run_1/clocks.png
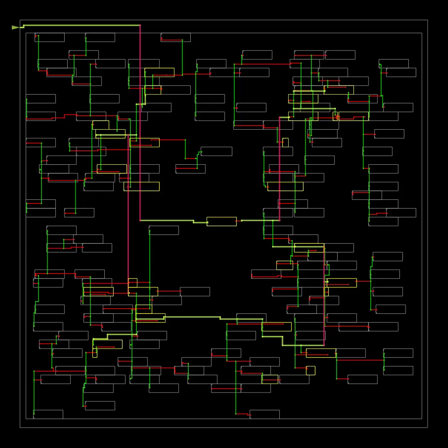
run_1/metal_density.png
(3 px per µm) The die is cut into 25 by 25 equal tiles; dark purple is low, yellow is high, scaled to the fullest tile. Values are wire area over tile area, all layers added.
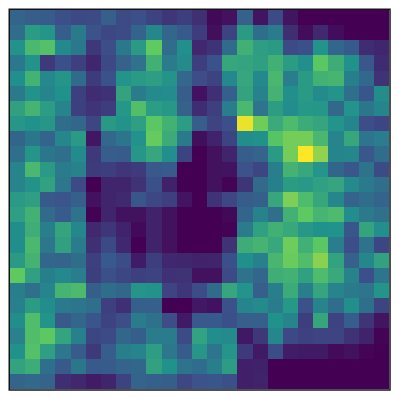
run_1/layer_met3.png
(3 px per µm)
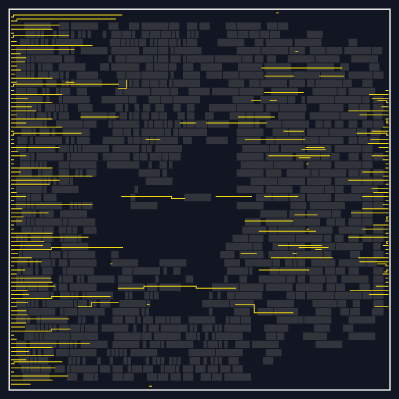
run_1/placement_by_type.png
(4 px per µm)
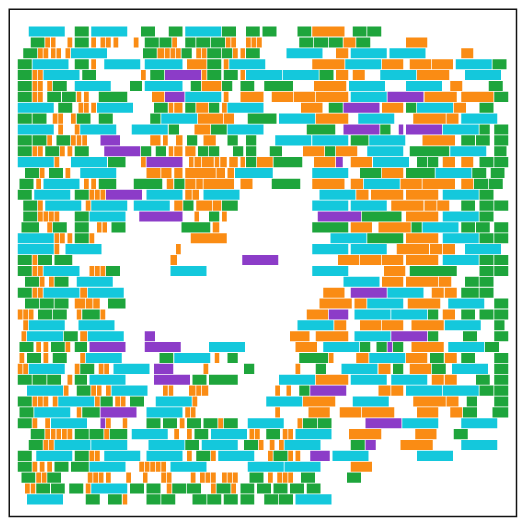
==> config.mk <==
export PLATFORM = sky130hd
export DESIGN_NAME = v810_bus_target
export DESIGN_NICKNAME = d
export VERILOG_FILES = /design/src/rtl/v810_pkg.sv /design/src/rtl/v810_bus_lane.sv /design/src/rtl/v810_bus_target.sv
export SDC_FILE = /design/constraint.sdc
export NUM_CORES = 1
export LEC_CHECK = 0
export ABC_AREA = 0
export ABC_CLOCK_PERIOD_IN_PS = 1800
export CAP_MARGIN = 30
export CORE_MARGIN = 1.5
export CORE_UTILIZATION = 42
export DETAILED_ROUTE_END_ITERATION = 8
export GPL_ROUTABILITY_DRIVEN = 0
export PLACE_DENSITY = 0.81
export SLEW_MARGIN = 20
export SYNTH_ARGS = -nofsm -noshare
export SYNTH_HDL_FRONTEND = slang
export SYNTH_SLANG_ARGS = --single-unit
==> constraint.sdc <==
create_clock -name CLK -period 1.8 [get_ports CLK]
set_clock_uncertainty 0.1 [all_clocks]
set_input_delay 0.36 -clock CLK [delete_from_list [all_inputs] [get_ports CLK]]
set_output_delay 0.36 -clock CLK [all_outputs]
set_load 0.005 [all_outputs]
==> flow_metrics.py <==
# Metrics from the implementation run
metrics = {
    "synth": {
        "mux_area_share_pct": 17.1,
        "avgSynthCellArea_um2": 11.5,
        "yosys_most_used_dff": "dfrtp_1",
        "top_area_cell": "dfrtp_1",
        "synth-edff-count": 0,
        "synthTopLogicFamily": "multiplexers",
        "top_area_share_pct": 54.8,
        "syn_area_um2": 6400,
        "most_common_cell": "nand2_1",
        "yosysChipArea_um2": 6400,
        "topCellsByArea": "dfrtp_1 55%, nand2_1 12%, mux4_2 11%",
        "ys_sh_simple_pct": 14.2,
        "async_reset_ff_share_pct": 100,
        "ys_cells": 558,
        "synth_cells": 558,
        "xor_area_share_pct": 0,
        "yosysWarnings": 0,
        "yosysUniqueCellTypes": 37,
        "adder_share_pct": 0.196,
        "postSynthSeqShare_pct": 55.6,
        "compound_area_share_pct": 6.49,
        "ys_ff": 142,
        "synthTopCellsByCount": "203 x nand2_1, 140 x dfrtp_1, 37 x buf_4",
    },
    "clock_tree": {
        "cts_hold_buffers": 1,
        "cts_resized": 25,
        "htree_levels": 4,
        "numClockSinks": 142,
        "clockRootBuffer": "clkbuf_16",
        "cts.path.max_buffers": 2,
        "cts_tree": "done",
        "cts_inserted_buffers": 17,
        "clk-insertion-delay-late_ps": 420,
        "postCtsSetupRepairBufs": 10,
        "cts.clk_slew.worst_paths_ps": 60,
    },
    "worst_setup_path": {
        "r2r_cells": 6,
        "cp_num_buf_inv": 2,
        "rrSetupSlack_ps": -80,
        "critical-path-top-delay-family": "simple AND/OR/NAND/NOR gates",
        "cp_max_fo": 8,
        "worstSetupEndpointType": "flop",
        "crit_path_max_incr_delay_ps": 390,
        "crit_slowest_cell": "dfrtp_1",
        "path_class": "reg -> reg",
        "critPathArrivalTime_ps": 2070,
        "cp-start-kind": "flop",
        "path_depth": 6,
        "crit_path_cell_trace": "and2b_2, buf_6, nand2_2, nor2_4, clkbuf_16, mux2_4",
        "crit_required_ps": 1990,
    },
    "global_routing": {
        "grt_util_met2_pct": 37.1,
        "top_usage_layer": "met2",
        "grt_max_degree": 52,
        "grt_overflow_total": 0,
        "antenna_found_initial": 0,
        "grt_pass1_wl_mm": 27.4,
        "grtUsageMet1_pct": 25.8,
        "grt_pass1_vias": 5498,
    },
    "detailed_routing": {
        "drt.antenna.violating_nets": 0,
        "drc_errors": 0,
        "top_layer": "met4",
        "met1Wirelength_mm": 7.07,
        "drtPass1Iterations": 4,
        "vias_per_cell": 5.22,
        "wl_met2_mm": 8.84,
        "wl_met3_mm": 1.59,
        "drt_iter0_drc": 341,
    },
    "power": {
        "internal_power_mw": 8.36,
        "comb_power_share_pct": 31.3,
        "p_per_area_nw_per_um2": 1160,
        "vdd_drop_max_mv": 0.703,
        "power_switching_mw": 3.10,
        "power.share.clock_pct": 30.4,
        "p_sw_share_pct": 27.0,
        "p_leak_nw": 4.77,
        "p_seq_share_pct": 38.3,
    },
    "cells_and_area": {
        "fin_nets": 896,
        "syn2layout_area_growth_pct": 54.2,
        "drive_gt1_share_pct": 22.2,
        "antennaDiodeCount": 0,
    },
    "run_status": {
        "outcome": "finished, violations left",
        "violations": "negative setup slack",
    },
    "sta": {
        "setup_ws_ps": -80.4,
        "period_used_pct": 104,
        "hold_viol_final": 0,
        "rsz0062_at_grt": "yes",
        "fin_setup_tns_ps": -2300,
        "setup_viol": 64,
        "max_freq_ghz": 0.532,
        "layout_min_cycle_time_ps": 1880,
        "slew_violations": 0,
    },
    "place": {
        "dp_hpwl_mm": 11.3,
        "port_buffers": 208,
        "place_area_um2": 8760,
    },
    "die": {
        "pin_count": 215,
        "core_um2": 14700,
        "die_width_um": 126,
        "fp.dieH_um": 126,
        "fp_util_pct": 43.5,
        "chipArea_um2": 16000,
    },
    "min_path": {
        "min_path_type": "in -> async",
    },
    "job": {
        "cap_viol_max_count": 0,
        "warning_count": 33,
    },
}
About clocks.png:
clock-net power: 3.49 mW
clock buf count: 25

About metal_density.png:
nearly empty tiles: 8.0%
emptiest ninth of the die: middle
tiles over half the peak: 27%
fullest tile: 0.53
GRT Util Overall: 22.0%
wire per inst: 18.2 µm
final wirelength: 17.8 mm

About layer_met3.png:
longest straight run: 36.1 µm
share of all routed wire: 8.9%
main direction: horizontal
nets with wire on the layer: 164
vias: 5115
GR Util met3: 8.27%

About placement_by_type.png:
| class | color | cells | share of their area |
|---|---|---|---|
| sequential cells | cyan | 142 | 37% |
| combinational and other logic | orange | 355 | 28% |
| clock drivers and dummy loads | purple | 30 | 6.1% |
| remaining buffers and delay cells | green | 269 | 29% |
row cnt: 44
post-route cell area: 9870 µm²

## run 1: power by group through the flow
stage          Sequential (mW)  Combinational (mW)  Clock, mW
3_3_place_gp              4.38                3.17          0
4_1_cts                   4.38                3.53       3.54
5_1_grt                   4.47                3.90       3.68
3_5_place_dp              4.43                3.25          0
6_report                  4.39                3.59       3.49
2_1_floorplan             4.37                1.53          0
## run 1: cells by family (layout without fill, tap and decap cells)
logic type	after synthesis	after routing
AND-OR/OR-AND	54	54
multiplexers	65	65
buffers and inverters	68	305
flip-flops	142	142
AND/OR/NAND/NOR	227	227
other	1	2
adder cells (fa/ha/maj)	1	1
## run 1: stage by stage
step | hold WS [ps] | utilization, % | setup slack [ps] | instances | total power, mW
2_1_floorplan | -35.6 | - | -7.48 | 559 | 5.90
3_3_place_gp | 224 | 59.6 | -302 | 926 | 7.55
3_5_place_dp | 225 | 59.6 | -380 | 926 | 7.68
4_1_cts | 350 | 65.2 | -26.3 | 970 | 11.5
5_1_grt | 369 | 67.1 | -118 | 980 | 12.1
6_report | 346 | 67.1 | -80.4 | 980 | 11.5
## run 1: layout make-up
class,count,area [µm²]
fill,1003,4830
sequential,142,3560
timing repair buffer,269,2820
multi-input combinational,349,2660
clock buffer,25,505
tap,184,230
clock inverter,5,80.1
inverter,6,26.3
## run 1: cell usage in the layout (no fill, tap or decap), types with 4 or more instances in the layout
master,Yosys,routed
nand2_1,203,202
clkdlybuf4s50_1,0,189
dfrtp_1,140,139
buf_4,37,41
mux2_4,0,32
mux4_2,32,32
a22o_1,32,32
clkbuf_16,0,19
dlymetal6s2s_1,0,11
buf_12,0,11
o21ai_0,9,9
dlygate4sd2_1,0,7
clkbuf_8,0,5
a21oi_1,4,4
Power is estimated from default activity; no workload was simulated.
